### src/rtl/cpu_pkg.sv
// cpu_pkg: shared widths, NOP encoding and fetch FSM state encodings
package cpu_pkg;
    localparam int PC_WIDTH = 16;
    localparam int INSTR_WIDTH = 16;
    localparam logic [INSTR_WIDTH-1:0] NOP_INSTR = 16'h0000;
    typedef enum logic [1:0] {
        FS_RUN      = 2'b00,
        FS_REDIRECT = 2'b01,
        FS_EXC      = 2'b10
    } fetch_state_t;
endpackage

### src/rtl/if_id_reg.sv
// if_id_reg: pipeline stage buffer with load enable and flush-to-bubble
module if_id_reg #(
    parameter int IW = 16,
    parameter int PW = 16,
    parameter logic [IW-1:0] NOP = '0
) (
    input  logic          clk,
    input  logic          rst,
    input  logic          i_load,
    input  logic          i_flush,
    input  logic [IW-1:0] i_instr,
    input  logic [PW-1:0] i_pc,
    output logic [IW-1:0] o_instr,
    output logic [PW-1:0] o_pc,
    output logic          o_valid
);
    always_ff @(posedge clk) begin
        if (rst || i_flush) begin
            o_instr <= NOP;
            o_pc    <= '0;
            o_valid <= 1'b0;
        end else if (i_load) begin
            o_instr <= i_instr;
            o_pc    <= i_pc;
            o_valid <= 1'b1;
        end
    end
endmodule

### src/rtl/if_fetch_ctrl.sv
// if_fetch_ctrl: PC, IF/ID buffer, redirect FSM, exception latch and stall counter
module if_fetch_ctrl
    import cpu_pkg::*;
#(
    parameter int PC_WIDTH = cpu_pkg::PC_WIDTH,
    parameter int INSTR_WIDTH = cpu_pkg::INSTR_WIDTH,
    parameter int PC_STEP = 2,
    parameter logic [PC_WIDTH-1:0] RESET_PC = '0,
    parameter logic [INSTR_WIDTH-1:0] NOP_INSTR = cpu_pkg::NOP_INSTR
) (
    input  logic                   clk,
    input  logic                   rst,
    input  logic                   PC_Hold,
    input  logic                   IF_ID_Hold,
    input  logic                   branch,
    input  logic [PC_WIDTH-1:0]    branch_target,
    input  logic                   ExcepSig,
    input  logic                   exc_clear,
    input  logic [INSTR_WIDTH-1:0] imem_data,
    output logic [PC_WIDTH-1:0]    imem_addr,
    output logic [INSTR_WIDTH-1:0] if_id_instr,
    output logic [PC_WIDTH-1:0]    if_id_pc,
    output logic                   if_id_valid,
    output logic                   exc_flag,
    output logic [PC_WIDTH-1:0]    exc_pc,
    output logic [15:0]            stall_count,
    output logic [1:0]             fetch_state
);
    logic [PC_WIDTH-1:0] r_pc;
    logic [PC_WIDTH-1:0] r_exc_pc;
    logic [15:0]         r_stall;
    logic                r_exc_flag;
    fetch_state_t        r_state;
    logic [PC_WIDTH-1:0] w_pc_seq;
    logic                w_redirect;
    logic                w_exc_set;
    logic                w_exc_next;

    assign w_pc_seq   = r_pc + PC_WIDTH'(PC_STEP);
    assign w_redirect = !PC_Hold && branch;
    // a new exception outranks a simultaneous clear and recaptures exc_pc
    assign w_exc_set  = ExcepSig && (!r_exc_flag || exc_clear);
    assign w_exc_next = w_exc_set || (r_exc_flag && !exc_clear);

    always_ff @(posedge clk) begin
        if (rst) begin
            r_pc       <= RESET_PC;
            r_stall    <= '0;
            r_exc_flag <= 1'b0;
            r_exc_pc   <= '0;
            r_state    <= FS_RUN;
        end else begin
            if (!PC_Hold)
                r_pc <= branch ? branch_target : w_pc_seq;
            if (PC_Hold && r_stall != 16'hFFFF)
                r_stall <= r_stall + 16'd1;
            r_exc_flag <= w_exc_next;
            if (w_exc_set)
                r_exc_pc <= if_id_pc;
            r_state <= w_redirect ? FS_REDIRECT : (w_exc_next ? FS_EXC : FS_RUN);
        end
    end

    if_id_reg #(
        .IW (INSTR_WIDTH),
        .PW (PC_WIDTH),
        .NOP(NOP_INSTR)
    ) u_if_id (
        .clk    (clk),
        .rst    (rst),
        .i_load (IF_ID_Hold),
        .i_flush(w_redirect),
        .i_instr(imem_data),
        .i_pc   (w_pc_seq),
        .o_instr(if_id_instr),
        .o_pc   (if_id_pc),
        .o_valid(if_id_valid)
    );

    assign imem_addr   = r_pc;
    assign exc_flag    = r_exc_flag;
    assign exc_pc      = r_exc_pc;
    assign stall_count = r_stall;
    assign fetch_state = r_state;
endmodule

### config.mk
export PLATFORM = sky130hd
export DESIGN_NAME = if_fetch_ctrl
export DESIGN_NICKNAME = d
export VERILOG_FILES = /design/src/rtl/cpu_pkg.sv /design/src/rtl/if_id_reg.sv /design/src/rtl/if_fetch_ctrl.sv
export SDC_FILE = /design/constraint.sdc
export NUM_CORES = 1
export LEC_CHECK = 0
export CAP_MARGIN = 25
export CORE_ASPECT_RATIO = 1.25
export CORE_MARGIN = 5
export CORE_UTILIZATION = 41
export CTS_CLUSTER_SIZE = 25
export DETAILED_ROUTE_END_ITERATION = 12
export PLACE_DENSITY = 0.87
export SLEW_MARGIN = 20
export SYNTH_ARGS = -nofsm -noshare
export SYNTH_HDL_FRONTEND = slang
export SYNTH_SLANG_ARGS = --single-unit
### constraint.sdc
create_clock -name clk -period 1.65 [get_ports clk]
set_input_delay 0.2475 -clock clk [delete_from_list [all_inputs] [get_ports clk]]
set_output_delay 0.2475 -clock clk [all_outputs]
set_load 0.02 [all_outputs]
==> images/layers.png <==
Scale: 4 px per micron.
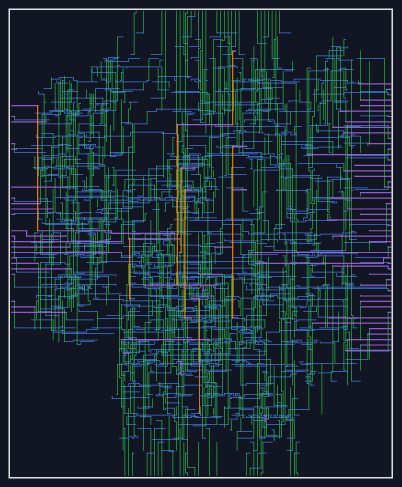
color	layer	wire length
purple	M3	745 microns
green	M2	5,950 microns
blue	M1	4,240 microns
orange	M4	229 microns
Routed WL per cell: 15.5 microns
final WL: 11,200 microns
global-route usage over all layers: 19.7%
routed via count: 3,693

==> images/gates.png <==
Scale: 2 px per micron.
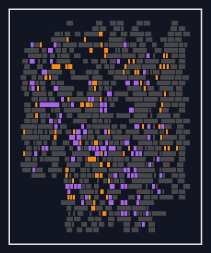
color	family	cells
orange	nor cells	76
purple	aoi and oai cells	95
dominant logic cell type in the layout: clkdlybuf4s50_1
number of non-filler instances in the completed layout: 718

==> images/floorplan.png <==
Scale: 3 px per micron. Pins as bars on the die edge.
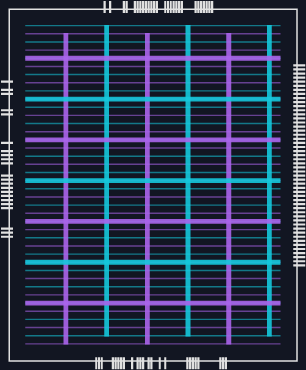
color	net
purple	VSS
cyan	VDD
met1 rails	40
met5 straps	7
rows	39
met4 straps	6
vertical extent of the die: 117 microns
Chip Width: 95.4 microns
IR Drop Worst-Case VDD: 0.000471 V
Core Region: 9030 sq um

==> images/clock_nets.png <==
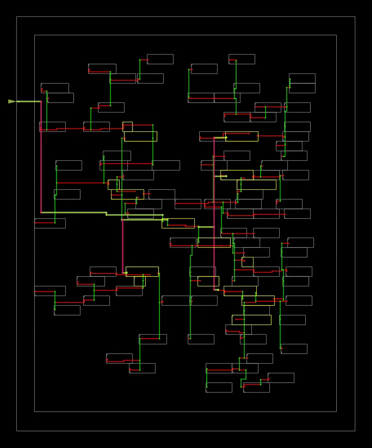
power drawn by the clock network: 0.00220 W
insertion delay to the later sink of the worst-skew pair: 330 ps

==> images/clock_wires.png <==
Scale: 2 px per micron.
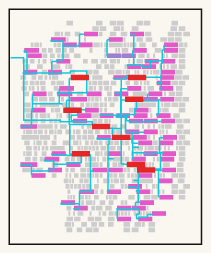
[cyan] clock wires | length: 943 microns
[magenta] flip-flops | count: 84
[red] clock-net drivers | count: 9
routed clock nets	10
worst clock skew: 6.57 ps
share of power burned in the clock network: 43.0%

==> results.ini <==
[final_timing]
finalClockPeriodUsage_pct=97.0
maxSlewHeadroom_pct=74.7
max_freq_mhz=625
final-hold-violation-count=0
report.final.slew_viol_count=0
tns_ps=0
worstMarginPinSlew_ps=376
layout_setup_ws_ps=49.2
fin_hold_ws_ps=227
rsz0062_at_grt=no
final_tally_of_setup_violations=0

[placed_design]
pre_cts_ws_ps=-360
dp_hpwl_microns=8550
buffer_ports.inserted=122
place_inst=700

[clock_tree]
cts_made_buffers=9
cts_repair_resize_count=29
buffer_cell_driving_the_clock_tree_root=clkbuf_16
cts_hold_repair.buffers=0
clk_sink_count=84
htree_num_levels=3
post-cts-setup-buffer-count=1
cts_buffer_depth=2

[pwr]
seq_power_w=0.00218
internal_power_w=0.00382
power.net_switching_w=0.00129
power_frac_comb_pct=14.4
switching_share_pct=25.2
power_leakage_nw=2.31
power_density_of_the_placed_cells_nw_per_um2=890
part_of_the_power_in_registers_pct=42.6
post_route_total_power_w=0.00512
top_power_group=the clock network

[yosys]
synth.top_cells.by_count=dfxtp_1, nor2_1, nand2_1
synth_simple_gate_area_share_pct=23.7
async_flop_share_pct=0
synth_dominant_cell_count=dfxtp_1
post_synth_ao_oa_area_fraction_pct=15.6
largest_non_sequential_cell_family_by_area=simple AND/OR/NAND/NOR gates
syn_inst=437
area_of_the_mapped_netlist_sq_um=3740
yosys.stat.chipArea_sq_um=3740
synthDominantAreaCellType=dfxtp_1
edf_count=0
synthDistinctLibCells=52
postSynthNetCount=478
synth_xor_xnor_area_share_pct=3.99
yosys.stat.seqShare_pct=45.0
yosys_cells=437
post_synth_fa_ha_maj_area_fraction_pct=0.670
yosys.area.top_type_share_pct=45.0
top_cells_area=dfxtp_1, mux2i_1, a21oi_1
ys_seq_elements=84

[finish]
n_sequential_cell=84
filler_cell_count=779
layout.nonclk_buf_share_pct=28.1
seqAreaFraction_pct=29.6
fin_nets=631
final-clk-cell-share_pct=5.84
layout.non_clock_buffers=175
drive_gt1_share_pct=16.8
finish.instance_area_sq_um=5750
combGateArea_sq_um=1920
post-route-util_pct=63.6

[global_route]
grt_most_used_layer=met2
grt_antenna_before_repair=0
grt_start_max_net_pins=34
groute.layer.met3.usage_pct=5.15
grt_first_pass_wirelength_microns=17400
globalRouteMet2Util_pct=37.4
grt_remaining_overflow=0
gr-usage-met1_pct=20.6

[floorplan]
tap_cells=123
row_count=39

[detailed_routing]
topRoutingLayerUsed=met4
wl_met1_microns=4240
first_iter_violations=235
drt_pre_antenna_iters=6
viasPerCell=5.14
met2RoutedLength_microns=5950
dr_wl_met3_microns=745
postRouteAntennaNets=0
drc=0

[worst_setup_path]
worstPathArrival_ps=1350
crit_start=stall_count[5]$_SDFFE_PP0P_
critical_path.endpoint_type=primary output
path_depth=1
crit-reg2reg-launch=stall_count[0]$_SDFFE_PP0P_
worst-path-max-fanout=8
timing.setup.critical_path_class=flop to primary output
setup.worst_path.end=stall_count[5]
worst-r2r-setup-slack_ps=90
critical-path-slowest-cell=clkdlybuf4s50_1
end_of_the_worst_register_to_register_path=stall_count[1]$_SDFFE_PP0P_
cp_slowest_stage_delay_ps=630
cp.buffers_inverters=1
critPathLaunchType=flop
r2r.worst_path.cells=6

[status]
result_of_the_run=complete, no violations

[min_path]
hp-start=rst
hp-class=input pin to flop
hold_endpoint=imem_addr[12]$_SDFFE_PP0N_
hold_depth=2

No activity file was given, so power comes from the tool's default toggle rates.
